Run 1, placement by cell class:
The bar under the picture is 50 um long. Fill, decap, tap and diode cells in gray.
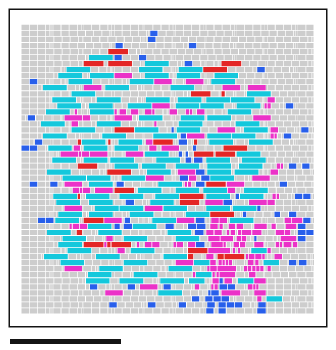
Run 1, clock routing:
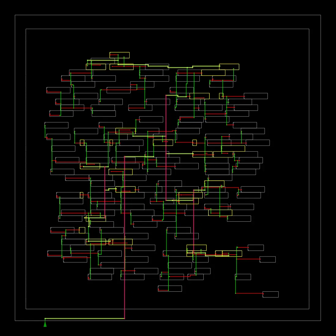
Run 1, gate-type map:
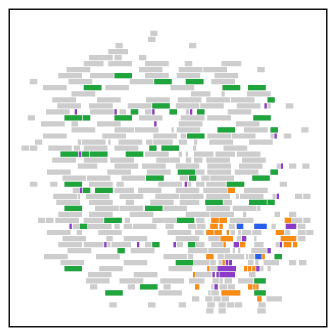
Run 1, sizing map:
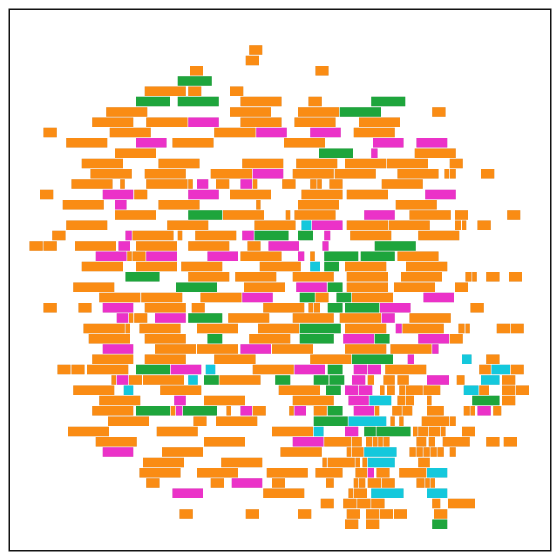
<file path="config.mk">
export PLATFORM = sky130hd
export DESIGN_NAME = ps_pc_stack
export DESIGN_NICKNAME = d
export VERILOG_FILES = /design/src/rtl/ps_stk_pkg.sv /design/src/rtl/ps_stk_mem.sv /design/src/rtl/ps_pc_stack.sv
export SDC_FILE = /design/constraint.sdc
export NUM_CORES = 1
export LEC_CHECK = 0
export CORE_MARGIN = 5
export CORE_UTILIZATION = 33
export CTS_CLUSTER_SIZE = 10
export DETAILED_ROUTE_END_ITERATION = 7
export GPL_TIMING_DRIVEN = 0
export PLACE_DENSITY = 0.59
export RECOVER_POWER = 50
export SYNTH_ARGS = -nofsm -noshare
export SYNTH_HDL_FRONTEND = slang
export SYNTH_SLANG_ARGS = --single-unit
export TNS_END_PERCENT = 5
</file>
<file path="constraint.sdc">
create_clock -name clk -period 5.05 [get_ports clk]
set_input_delay 0.505 -clock clk [delete_from_list [all_inputs] [get_ports clk]]
set_output_delay 0.505 -clock clk [all_outputs]
set_load 0.01 [all_outputs]
</file>
<file path="src/rtl/ps_stk_pkg.sv">
// Shared constants and helper types for the PS PC/status stack.
package ps_stk_pkg;

  localparam logic [4:0] PS_PCSTK_ADD = 5'b00100;
  localparam int PS_STK_DW    = 16;
  localparam int PS_STK_DEPTH = 8;

  // Stack operation resolved for the current cycle.
  typedef enum logic [2:0] {
    OP_NONE,
    OP_PUSH,
    OP_PUSH_POP,
    OP_OVR,
    OP_OVR_POP,
    OP_POP
  } stk_op_e;

  // Occupancy counter width: must represent 0..depth inclusive.
  function automatic int cnt_width(input int depth);
    return $clog2(depth) + 1;
  endfunction

endpackage

</file>
<file path="src/rtl/ps_stk_mem.sv">
// DEPTH x DW register array: one synchronous write port, one combinational read port.
module ps_stk_mem #(
  parameter int DW    = 16,
  parameter int DEPTH = 8
) (
  input  logic                     clk,
  input  logic                     wr_en,
  input  logic [$clog2(DEPTH)-1:0] wr_addr,
  input  logic [DW-1:0]            wr_data,
  input  logic [$clog2(DEPTH)-1:0] rd_addr,
  output logic [DW-1:0]            rd_data
);

  logic [DW-1:0] mem [DEPTH];

  // Synchronous write, no reset on the storage.
  always_ff @(posedge clk) begin
    if (wr_en) mem[wr_addr] <= wr_data;
  end

  assign rd_data = mem[rd_addr];

endmodule

</file>
<file path="src/rtl/ps_pc_stack.sv">
// PCSTK register of the PS register space: LIFO with sticky overflow/underflow flags.
module ps_pc_stack
  import ps_stk_pkg::*;
#(
  parameter int DW    = PS_STK_DW,
  parameter int DEPTH = PS_STK_DEPTH
) (
  input  logic                          clk,
  input  logic                          rst,
  input  logic                          ps_pshstck,
  input  logic                          ps_popstck,
  input  logic                          ps_wrt_en,
  input  logic [4:0]                    ps_wrt_add,
  input  logic [4:0]                    ps_rd_add,
  input  logic [DW-1:0]                 ps_wrt_data,
  input  logic                          ps_stk_clr,
  output logic [DW-1:0]                 ps_stk_dout,
  output logic [cnt_width(DEPTH)-1:0]   ps_stk_cnt,
  output logic                          ps_stk_empty,
  output logic                          ps_stk_full,
  output logic                          ps_stk_ovf,
  output logic                          ps_stk_udf
);

  localparam int AW = $clog2(DEPTH);
  localparam int CW = cnt_width(DEPTH);

  logic [CW-1:0] cnt, cnt_nxt;
  logic          psh_pnd;
  logic          stk_wr, rd_hit, pop, empty, full;
  logic          ovf_set, udf_set;
  logic          mem_we;
  logic [AW-1:0] mem_wa, top_idx;
  logic [DW-1:0] top_data;
  stk_op_e       op;

  assign stk_wr  = ps_wrt_en & (ps_wrt_add == PS_PCSTK_ADD);
  assign rd_hit  = (ps_rd_add == PS_PCSTK_ADD);
  assign pop     = ps_popstck & rd_hit;
  assign empty   = (cnt == '0);
  assign full    = (cnt == CW'(DEPTH));
  assign top_idx = AW'(cnt - CW'(1));

  ps_stk_mem #(
    .DW    (DW),
    .DEPTH (DEPTH)
  ) u_mem (
    .clk     (clk),
    .wr_en   (mem_we),
    .wr_addr (mem_wa),
    .wr_data (ps_wrt_data),
    .rd_addr (top_idx),
    .rd_data (top_data)
  );

  // Resolve push / overwrite / pop for this cycle and derive the array write and counter update.
  // A write landing in the same cycle as a pop is consumed through the bypass, never stored.
  always_comb begin
    op      = OP_NONE;
    mem_we  = 1'b0;
    mem_wa  = top_idx;
    cnt_nxt = cnt;
    ovf_set = 1'b0;
    udf_set = 1'b0;
    if (stk_wr && psh_pnd) op = pop ? OP_PUSH_POP : OP_PUSH;
    else if (stk_wr)       op = pop ? OP_OVR_POP  : OP_OVR;
    else if (pop)          op = OP_POP;
    case (op)
      OP_PUSH: begin
        if (full) begin
          ovf_set = 1'b1;
        end else begin
          mem_we  = 1'b1;
          mem_wa  = cnt[AW-1:0];
          cnt_nxt = cnt + CW'(1);
        end
      end
      OP_OVR: begin
        mem_we = 1'b1;
        mem_wa = empty ? '0 : top_idx;
      end
      OP_OVR_POP, OP_POP: begin
        if (empty) udf_set = 1'b1;
        else       cnt_nxt = cnt - CW'(1);
      end
      default: ;
    endcase
  end

  // Occupancy, pending push and sticky flags; a set event beats a same-cycle clear.
  always_ff @(posedge clk) begin
    if (rst) begin
      cnt        <= '0;
      psh_pnd    <= 1'b0;
      ps_stk_ovf <= 1'b0;
      ps_stk_udf <= 1'b0;
    end else begin
      cnt        <= cnt_nxt;
      psh_pnd    <= ps_pshstck;
      ps_stk_ovf <= ovf_set | (ps_stk_ovf & ~ps_stk_clr);
      ps_stk_udf <= udf_set | (ps_stk_udf & ~ps_stk_clr);
    end
  end

  // Read data: same-cycle write bypass, else top of stack, zero when empty.
  always_comb begin
    ps_stk_dout = '0;
    if (stk_wr && rd_hit) ps_stk_dout = ps_wrt_data;
    else if (!empty)      ps_stk_dout = top_data;
  end

  assign ps_stk_cnt   = cnt;
  assign ps_stk_empty = empty;
  assign ps_stk_full  = full;

endmodule

</file>
==> metrics.log, run 1 <==
[flow] collecting metrics
[metrics] number of global-route vias before repair: 3377
[metrics] final critical-path setup slack: 0.406 ns
[metrics] R2R Path Start: ps_stk_cnt[0]
[metrics] pin count of the biggest net entering global routing: 17
[metrics] post-CTS setup-driven buffer insertion count: 0
[metrics] cells in synth_stat.txt: 308
[metrics] number of input and output port buffers inserted: 54
[metrics] per-cell routed wire length: 19.6 um
[metrics] synthesis-to-finish area growth: 28.7%
[metrics] estimated wirelength of the detail-placed design: ~8600 um
[metrics] number of instances resized during post-cts repair: 0
[metrics] M1 wire length: 5260 um
[metrics] residual DRC count: 0
[metrics] final cell area excluding filler cells: 0.00745 mm^2
[metrics] wire length of the first global-routing pass: 19600 um
[metrics] global-route track usage on met2: 0.210
[metrics] outcome: finished, final reports clean
[metrics] worst hold slack after final layout: 0.457 ns
[metrics] power per unit of standard cell area: between 300 and 400 mW/mm^2
[metrics] CTS buffer count: 17
[metrics] Util after Layout: 0.432
[metrics] final clock period utilization by the worst path: 0.920
[metrics] filler instances: 1506
[metrics] post-DR vias/cell: a little under 5
[metrics] Netlist Area Pre-Place: 0.00579 mm^2
[metrics] cell count of the worst reg-to-reg path: 10
[metrics] max-slew violations: 0
[metrics] syn avg cell area: between 15 and 20 um^2
[metrics] synthesized netlist cell count: 308
[metrics] Chip Footprint: 0.0203 mm^2
[metrics] hold path startpoint: rst
[metrics] fraction of final layout cells sized beyond drive strength 1: 0.295
[metrics] relative slew slack: 0.383
[metrics] sinks on the clock net: about 140
[metrics] number of logged tool warnings: 28
[metrics] fraction of power consumed by the clock network: 0.515
[metrics] DRT antenna net count: 0
[metrics] Comb power: 0.0619 mW
[metrics] critical path required time: 4.55 ns
[metrics] Seq group: 1.23 mW
[metrics] leakage power summed over all cells: about 2.5 nW
[metrics] area inside the core boundary: 0.0172 mm^2
[metrics] core utilization at floorplan: 0.336
[metrics] GP Congestion: 0.727
## Picture notes: 'placement by cell class'
| class | color | cells | share of their area |
|---|---|---|---|
| clock drivers and dummy loads | red | 32 | 9.2% |
| all other logic | magenta | 158 | 24% |
| flip-flops | cyan | 135 | 56% |
| other buffers and delay cells | blue | 85 | 11% |

## Picture notes: 'clock routing'
FF+latch count: 135
Latency at later pin: 0.42 ns
Clk. pwr: 1.37 mW

## Picture notes: 'gate-type map'
| family | color | cells |
|---|---|---|
| multiplexers | green | 51 |
| XOR/XNOR gates | blue | 3 |
| NAND gates | purple | 29 |
| NOR gates | orange | 30 |

## Picture notes: 'sizing map'
| size | color | cells | most used |
|---|---|---|---|
| drive 1 or less | orange | 289 | edfxtp_1 |
| drive 3 to 4 | cyan | 17 | buf_4 |
| drive 6 and up | green | 41 | clkbuf_16 |
| drive 2 | magenta | 63 | mux4_2 |

run 1: cells in the mapped netlist (all sizes together):
library cell  count  area (um^2)
or4               1         7.51
buf              11         75.1
nor3b             1         12.5
a21oi             3         22.5
and3              1         6.26
o32ai             1         27.5
nand2            20         75.1
clkbuf            4         15.0
mux2              2         30.0
nor3             13         81.3
nand3b            2         27.5
xnor2             2         17.5
nor4b             2         32.5
mux4             32          721
o21ai            19          133
o31ai             1         7.51
or2               1         6.26
and4b             1         10.0
xor2              1         16.3
a211oi            1         7.51
a32oi             2         17.5
edfxtp          128         3840
a21boi            1         7.51
inv               4         15.0
o2bb2ai           1         15.0
nor2b             4         25.0
nand2b            2         20.0
o22a              1         8.76
mux2i            17          183
or4b              1         13.8
o22ai             1         6.26
ha                3         37.5
nand3             4         20.0
a2bb2oi           1         15.0
nor2             10         61.3
nand4b            1         23.8
dfxtp             7          140
o2111ai           1         8.76
run 1: state kept, by name, indices dropped and copies added (netlist names):
name and cells:
psh_pnd 1, ps_stk_ovf 1, ps_stk_cnt 4, u_mem.mem 128
ps_stk_udf 1
run 1: cells by family (layout without fill, tap and decap cells):
kind of cell | Yosys count | in the layout | synth area share
compound gates | 33 | 33 | 0.0477
xor+xnor | 3 | 3 | 0.00583
fa+ha+maj | 3 | 3 | 0.00648
buf+inv | 19 | 121 | 0.0181
flops | 135 | 135 | 0.688
mux | 51 | 51 | 0.161
simple gates | 64 | 64 | 0.0730
run 1: cell type report:
type | instances | area, um^2 | share of cell area
timing repair buffer | 70 | 713 | 0.0957
inverter | 4 | 15.0 | 0.00201
multi-input combinational | 154 | 1710 | 0.230
buffer | 15 | 90.1 | 0.0121
tap | 225 | 282 | 0.0378
clock inverter | 15 | 231 | 0.0311
clock buffer | 17 | 425 | 0.0571
sequential | 135 | 3980 | 0.534
==> inputs of run 2 (changes only) <==
--- a/config.mk
+++ b/config.mk
@@ -9,6 +9,7 @@
 export CORE_UTILIZATION = 33
 export CTS_CLUSTER_SIZE = 10
 export DETAILED_ROUTE_END_ITERATION = 7
+export GPL_ROUTABILITY_DRIVEN = 0
 export GPL_TIMING_DRIVEN = 0
 export PLACE_DENSITY = 0.59
 export RECOVER_POWER = 50
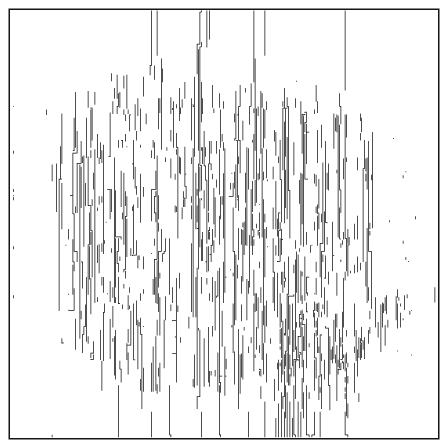
Run 2: met2 routing
wire length on this layer: 6300 um
share of all routed wire: 51%
longest straight run: 57.8 um

==> run 2 against run 1 <==
Net effect:
- register-to-register slack is essentially flat
- critical path depth is the same
- routed wire length is the same
- combinational power is essentially flat
- hold slack is the same
- clock-buffer cell count is the same
- design area is the same
- setup slack is the same
- largest cell class unchanged
- highest routed layer unchanged
==> metrics.log, run 2 <==
[flow] collecting metrics
[metrics] pin count of the biggest net entering global routing: 17 (unchanged)
[metrics] DRT antenna net count: 0 (unchanged)
[metrics] number of instances resized during post-cts repair: 0 (unchanged)
[metrics] per-cell routed wire length: 19.6 um (unchanged)
[metrics] top cell types by occurrence after synthesis: 128 x edfxtp_1, 32 x mux4_2, 20 x nand2_1
[metrics] number of logged tool warnings: 28 (unchanged)
[metrics] post-CTS setup-driven buffer insertion count: 0 (unchanged)
[metrics] fraction of final layout cells sized beyond drive strength 1: 0.295 (unchanged)
[metrics] Most flops, register: u_mem.mem
[metrics] cells in synth_stat.txt: 308 (unchanged)
[metrics] number of enable flip-flop cells: 128 (unchanged)
[metrics] power per unit of standard cell area: 356 mW/mm^2 (unchanged)
[metrics] asr flop ratio synth: 0 (unchanged)
[metrics] number of input and output port buffers inserted: 54 (unchanged)
[metrics] Latency at later pin: 0.42 ns (about the same)
[metrics] most numerous cell in the Yosys netlist: edfxtp_1
[metrics] number of global-route vias before repair: 3377 (unchanged)
[metrics] Area leader share: 0.663 (unchanged)
[metrics] filler instances: 1506 (unchanged)
[metrics] leakage power summed over all cells: 2.54 nW (unchanged)
[metrics] cell types occupying the most area after synthesis: edfxtp_1 66%, mux4_2 12%, mux2i_1 2.8%
[metrics] primary flip-flop cell chosen by synthesis mapping: edfxtp_1
[metrics] residual DRC count: 0 (unchanged)
[metrics] CTS buffer count: 17 (unchanged)
[metrics] relative slew slack: 0.383 (unchanged)
[metrics] syn avg cell area: 18.8 um^2 (unchanged)
[metrics] final critical-path setup slack: 0.406 ns (unchanged)
[metrics] Netlist Area Pre-Place: 0.00579 mm^2 (unchanged)
[metrics] outcome: finished, final reports clean
[metrics] Chip Footprint: 0.0203 mm^2 (unchanged)
[metrics] max FFs per register: 128 (unchanged)
[metrics] sinks on the clock net: 135 (unchanged)
[metrics] worst hold slack after final layout: 0.457 ns (unchanged)
[metrics] synthesis-to-finish area growth: 28.7% (unchanged)
[metrics] fraction of power consumed by the clock network: 0.515 (about the same)
[metrics] final clock period utilization by the worst path: 0.920 (unchanged)
[metrics] core utilization at floorplan: 0.336 (unchanged)
[metrics] max-slew violations: 0 (unchanged)
[metrics] critical path required time: 4.55 ns (about the same)
[metrics] post-DR vias/cell: 4.88 (unchanged)
run 2: metal layers:
metal / track usage / share of wire / up-vias
met4: 0.0505 / 0.017 / 2
met5: 0 / 0.0010 / -
met3: 0.0380 / 0.055 / 16
met1: 0.169 / 0.42 / 1578
met2: 0.210 / 0.51 / 74
li1: - / - / 1430
run 2: cell type report:
class                      instances  area [um^2]  area share
clock inverter                    15          231      0.0311
timing repair buffer              70          713      0.0957
sequential                       135         3980       0.534
inverter                           4         15.0     0.00201
tap                              225          282      0.0378
buffer                            15         90.1      0.0121
clock buffer                      17          425      0.0571
multi-input combinational        154         1710       0.230
run 2: logic make-up after synthesis:
group	count (synthesis)	share of synthesized area
compound gates	33	0.0477
xor+xnor	3	0.00583
fa+ha+maj	3	0.00648
buf+inv	19	0.0181
flops	135	0.688
mux	51	0.161
simple gates	64	0.0730
run 2: worst paths after layout:
| kind | from | end | cells past startpoint |
|---|---|---|---|
| hold reg to reg | ps_stk_ovf | ps_stk_ovf | 2 |
| setup reg to reg | ps_stk_cnt[0] | u_mem.mem[5][7] | 10 |
| hold / removal | rst | ps_stk_ovf | 2 |
| setup / recovery | ps_stk_cnt[0] | ps_stk_dout[0] | 9 |
run 2: power groups by stage:
| stage | sequential, mW | clock, mW | combinational [mW] |
|---|---|---|---|
| floorplan | 1.25 | 0 | 0.0197 |
| global placement | 1.25 | 0 | 0.0621 |
| detailed placement | 1.25 | 0 | 0.0656 |
| CTS | 1.23 | 1.39 | 0.0662 |
| global route | 1.23 | 1.45 | 0.0678 |
| finish | 1.23 | 1.37 | 0.0619 |
No activity file was given, so power comes from the tool's default toggle rates.
